`config.mk`:
```
export PLATFORM = sky130hd
export DESIGN_NAME = regfile_writeback_ctrl
export DESIGN_NICKNAME = d
export VERILOG_FILES = /design/src/rtl/regfile_writeback_ctrl.sv
export SDC_FILE = /design/constraint.sdc
export NUM_CORES = 1
export LEC_CHECK = 0
export ABC_CLOCK_PERIOD_IN_PS = 2250
export CAP_MARGIN = 40
export CORE_MARGIN = 10
export CORE_UTILIZATION = 49
export CTS_CLUSTER_DIAMETER = 30
export CTS_CLUSTER_SIZE = 12
export DETAILED_ROUTE_END_ITERATION = 6
export PLACE_DENSITY = 0.75
export REMOVE_ABC_BUFFERS = 1
export SYNTH_ARGS = -nofsm -noshare
export SYNTH_HDL_FRONTEND = slang
export SYNTH_SLANG_ARGS = --single-unit
```
`constraint.sdc`:
```
create_clock -name clk -period 2.25 [get_ports clk]
set_input_delay 0.45 -clock clk [delete_from_list [all_inputs] [get_ports clk]]
set_output_delay 0.45 -clock clk [all_outputs]
set_load 0.02 [all_outputs]
```
`src/rtl/regfile_writeback_ctrl.sv`:
```
// Write-back controller for the 3-entry register file: buffers execute results
// in a small FIFO, retires one per cycle, and tracks pending writes per register.
module regfile_writeback_ctrl #(
  parameter int unsigned W     = 16,
  parameter int unsigned DEPTH = 4,
  parameter int unsigned CW    = 3
) (
  input  logic                    clk,
  input  logic                    rst,
  input  logic                    rsv_valid,
  input  logic [1:0]              rsv_dest,
  output logic                    rsv_ok,
  input  logic                    res_valid,
  output logic                    res_ready,
  input  logic [1:0]              res_dest,
  input  logic [W-1:0]            res_data,
  input  logic                    drain_en,
  input  logic [1:0]              read_sources_1,
  input  logic [1:0]              read_sources_2,
  input  logic                    src1_use,
  input  logic                    src2_use,
  output logic                    hazard,
  output logic                    write_enable,
  output logic [1:0]              write_destination,
  output logic [W-1:0]            write_data,
  output logic [2:0]              busy,
  output logic [$clog2(DEPTH):0]  fifo_count
);

  localparam int unsigned AW        = $clog2(DEPTH);
  localparam logic [AW:0] FULL      = (AW+1)'(DEPTH);
  localparam logic [1:0]  DEST_NONE = 2'd3;

  logic [W-1:0]  data_q [DEPTH];
  logic [1:0]    dest_q [DEPTH];
  logic [AW-1:0] head_q, head_d;
  logic [AW-1:0] tail_q, tail_d;
  logic [AW:0]   count_q, count_d;

  logic [CW-1:0] cnt_q [3];
  logic [CW-1:0] cnt_d [3];
  logic [2:0]    inc_vec, dec_vec;

  logic          we_q, we_d;
  logic [1:0]    wdst_q, wdst_d;
  logic [W-1:0]  wdata_q, wdata_d;

  logic          push, pop;
  logic [1:0]    head_dest;
  logic [W-1:0]  head_data;

  assign head_dest = dest_q[head_q];
  assign head_data = data_q[head_q];

  // No pass-through when full: readiness depends only on stored occupancy.
  assign res_ready  = (count_q != FULL);
  assign push       = res_valid && res_ready;
  assign pop        = drain_en && (count_q != '0);
  assign fifo_count = count_q;

  assign write_enable      = we_q;
  assign write_destination = wdst_q;
  assign write_data        = wdata_q;

  always_comb begin
    rsv_ok = 1'b1;
    for (int unsigned r = 0; r < 3; r++) begin
      if ((rsv_dest == 2'(r)) && (cnt_q[r] == '1)) begin
        rsv_ok = 1'b0;
      end
    end
  end

  // A register stays busy while its retiring write sits on the output port.
  always_comb begin
    busy = '0;
    for (int unsigned r = 0; r < 3; r++) begin
      busy[r] = (cnt_q[r] != '0) || (we_q && (wdst_q == 2'(r)));
    end
  end

  always_comb begin
    hazard = 1'b0;
    for (int unsigned r = 0; r < 3; r++) begin
      if (busy[r] && ((src1_use && (read_sources_1 == 2'(r))) ||
                      (src2_use && (read_sources_2 == 2'(r))))) begin
        hazard = 1'b1;
      end
    end
  end

  // Decrement is suppressed at zero so an unreserved result cannot underflow.
  always_comb begin
    inc_vec = '0;
    dec_vec = '0;
    for (int unsigned r = 0; r < 3; r++) begin
      inc_vec[r] = rsv_valid && rsv_ok && (rsv_dest == 2'(r));
      dec_vec[r] = pop && (head_dest == 2'(r)) && (cnt_q[r] != '0);
    end
  end

  always_comb begin
    for (int unsigned r = 0; r < 3; r++) begin
      cnt_d[r] = cnt_q[r];
      if (inc_vec[r] && !dec_vec[r]) begin
        cnt_d[r] = cnt_q[r] + 1'b1;
      end else if (dec_vec[r] && !inc_vec[r]) begin
        cnt_d[r] = cnt_q[r] - 1'b1;
      end
    end
  end

  always_comb begin
    head_d  = head_q;
    tail_d  = tail_q;
    count_d = count_q;
    if (push) begin
      tail_d = tail_q + 1'b1;
    end
    if (pop) begin
      head_d = head_q + 1'b1;
    end
    if (push && !pop) begin
      count_d = count_q + 1'b1;
    end else if (pop && !push) begin
      count_d = count_q - 1'b1;
    end
  end

  always_comb begin
    we_d    = pop && (head_dest != DEST_NONE);
    wdst_d  = wdst_q;
    wdata_d = wdata_q;
    if (we_d) begin
      wdst_d  = head_dest;
      wdata_d = head_data;
    end
  end

  always_ff @(posedge clk) begin
    if (push) begin
      data_q[tail_q] <= res_data;
      dest_q[tail_q] <= res_dest;
    end
  end

  always_ff @(posedge clk) begin
    if (rst) begin
      head_q  <= '0;
      tail_q  <= '0;
      count_q <= '0;
      we_q    <= 1'b0;
      wdst_q  <= '0;
      wdata_q <= '0;
      for (int unsigned r = 0; r < 3; r++) begin
        cnt_q[r] <= '0;
      end
    end else begin
      head_q  <= head_d;
      tail_q  <= tail_d;
      count_q <= count_d;
      we_q    <= we_d;
      wdst_q  <= wdst_d;
      wdata_q <= wdata_d;
      for (int unsigned r = 0; r < 3; r++) begin
        cnt_q[r] <= cnt_d[r];
      end
    end
  end

endmodule

```
Fig. 1: track usage over the die
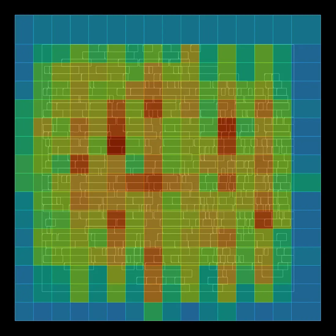
GR peak layer: met2
grt met3 use: 4.14%
routed len/inst: 17.3 um
grt met2 use: 23.6%
post-layout util: 64.1%

Fig. 2: logic cells by family
Drawn at 3 px/um.
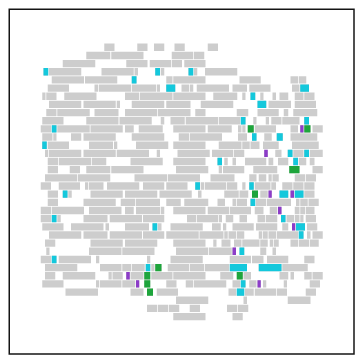
| color | family | cells |
|---|---|---|
| cyan | inverting AOI/OAI gates | 36 |
| purple | inverters | 10 |
| green | AND and OR gates | 9 |
Post-Layout Cell Count: 498
combinational share of cell area: 25.6%
most numerous logic cell after layout: edfxtp_1

Fig. 3: met3 routing
Drawn at 4 px/um.
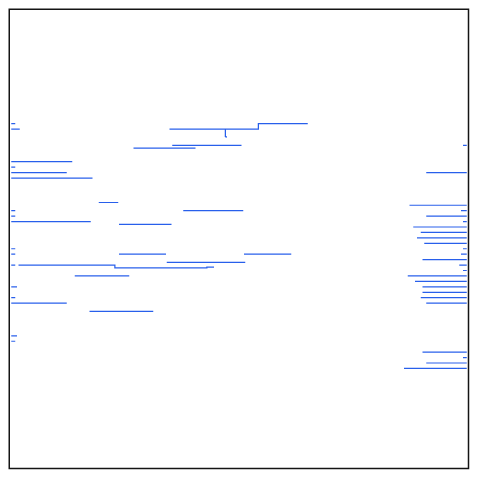
share of all routed wire: 6.0%
longest straight run: 23.9 um
DRT Wirelength: 8600 um
vias: 2663

Fig. 4: cell sizes after repair
Drawn at 3 px/um.
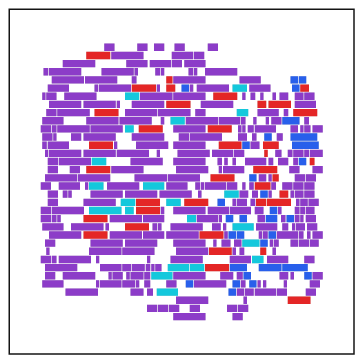
| color | size | cells |
|---|---|---|
| purple | drive 1 or less | 301 |
| cyan | drive 6 and up | 21 |
| blue | drive 3 to 4 | 31 |
| red | drive 2 | 37 |
Layout area overhead: 28.0%
design area: 5590 um^2
final worst slack: -0.0241 ns
Non-clk bufs: 87

==> metrics.cfg <==
[yosys]
simple_gate_share_pct = 8.99
aoi_share_pct = 5.27
ff_type = edfxtp_1
async_flop_share_pct = 0
ys_sh_adder_pct = 4.12
synth.mux.area_fraction_pct = 10.4
yosysChipArea_um2 = 4370
seq_area_frac_synth_pct = 66.4
ys_sh_xor_pct = 2.21
synth_area_um2 = 4370
enable_flop_cells = 72
top_cell = edfxtp_1
common_cells = edfxtp_1 (72), dfxtp_1 (37), nand2_1 (36)
yosys.area.top_type = edfxtp_1
top_area_share_pct = 49.5
ys_warn_count = 0
ys_ff = 109
ys_top_logic_family = multiplexers
synthTopCellsByArea = edfxtp_1 (49%), dfxtp_1 (17%), mux4_2 (9.3%)
avgSynthCellArea_um2 = 14.7
synth_cell_types = 37
ys_cells = 298
syn_inst = 298

[route]
ant_nets = 0
drcViolationCount = 0
drt_iter0_drc = 128
via_per_inst = 5.35
first_pass_iters = 5

[cts]
post_cts_buffers = 0
cts_tree = done
path_clk_slew_ns = 0.10
numCtsBuffers = 9
cts_resized = 13
root_buffer = clkbuf_8
clock_path_buffers = 2
clkSinkCount = 109
clk_latency_ns = 0.37
ctsHoldBuffers = 0

[worst_hold_path]
min_delay_path_depth = 2
min_to = write_data[2]
min_from = write_data[2]
hold_path_class = reg -> reg

[grt]
gr-usage-met1_pct = 16.1
antenna_found_initial = 0
grt_first_pass_wirelength_um = 14300
grt_pass1_vias = 2921
grt_max_degree = 37
grt_use_total_pct = 13.7
grt-ovfl-total = 0

[setup_path]
critical_path_depth = 8
start_kind = flip-flop
crit_path_end = cnt_q[0][8]
critPathRequiredTime_ns = 2.55
arrival_ns = 2.58
cp_top_family = multiplexers
endpoint_kind = flip-flop
r2r_cells = 8
path_buffers = 1
rr_endpoint = cnt_q[0][8]
critPathKind = reg -> reg
cp_max_fo = 4
crit_chain = mux4_2 > nand3b_1 > ha_2 > inv_2 > fa_2 > xor2_1 > or3_1 > a21oi_2
slowest_delay_ns = 0.56
r2r_setup_slack_ns = -0.02
crit_slowest_cell = mux4_2

[timing]
fmax_ghz = 0.440
fin_hold_ws_ns = 0.459
fin_worst_skew_ns = 0.00981
layout_min_cycle_time_ns = 2.27
rsz0062_at_grt = yes
fin_crit_sh_pct = 101
fin_ws_ns = -0.0241
relSlewSlack_pct = 49.2
finalHoldViolations = 0
setup_viol = 2
fin_tns_setup_ns = -0.0367
maxSlewViolCount = 0
worst_pin_slew_ns = 0.763

[flow_run]
warning_count = 30
drv_cap = 0

[placement]
place_congestion = 0.777
dpl_cell_area_um2 = 5270
place_hpwl_um = 5860
dp_slack_ns = -0.352
port-buffer-count = 58
place_inst = 479

[finish]
seq_share_pct = 52.1
non_clock_buffer_area_share_pct = 15.4
regMostFlops = data_q
largest_reg_flops = 64
regArea_um2 = 2910
clock_buffers = 9
nNonClkInverters = 10
logic_gates = 168
area.combinational_um2 = 1430
fillerInstances = 654
largest_class = registers
seq_cell_count = 109
drive_gt1_share_pct = 22.8
nets = 428
clock_cell_area_share_pct = 3.85

[die]
rows = 34
chipArea_um2 = 13100
fp.dieW_um = 114
initCoreUtil_pct = 50.1
n_tap_cell = 108
core_area_um2 = 8720
die_h_um = 114

[power_and_ir_drop]
p_comb_mw = 1.89
p_sw_mw = 1.79
power_frac_comb_pct = 32.9
pg_clk_mw = 1.22
p_int_mw = 3.95
p_leak_nw = 1.96
sequentialPowerShare_pct = 45.9
peakVddDrop_uv = 655
clkPwrFrac_pct = 21.2
top_power_group = registers
sw_frac_of_total_pct = 31.2
power_density_nw_per_um2 = 1030
p_seq_mw = 2.63
power_mw = 5.74

[run_status]
violations = setup timing
status = finished, violations left

-- metal layers --
| layer | part of all wire [%] | vias up |
|---|---|---|
| li1 | - | 1267 |
| met1 | 42 | 1327 |
| met2 | 51 | 65 |
| met3 | 6.0 | 4 |
| met4 | 0.66 | 0 |
| met5 | 0 | - |
-- placed cells by master (no fill, tap or decap), drive strengths merged, types with 2 or more instances in the layout --
cell type      count
or3                4
nand3              5
edfxtp            72
nor2              21
dfxtp             37
dlygate4sd2        2
o21ai             10
nand2             37
mux2i              5
a21oi             21
o2111ai            2
mux4              18
inv               14
nor3               5
buf               29
xnor2              3
clkbuf            10
and2               4
clkdlybuf4s50     53
nand3b             5
fa                 4
xor2               8
ha                 8
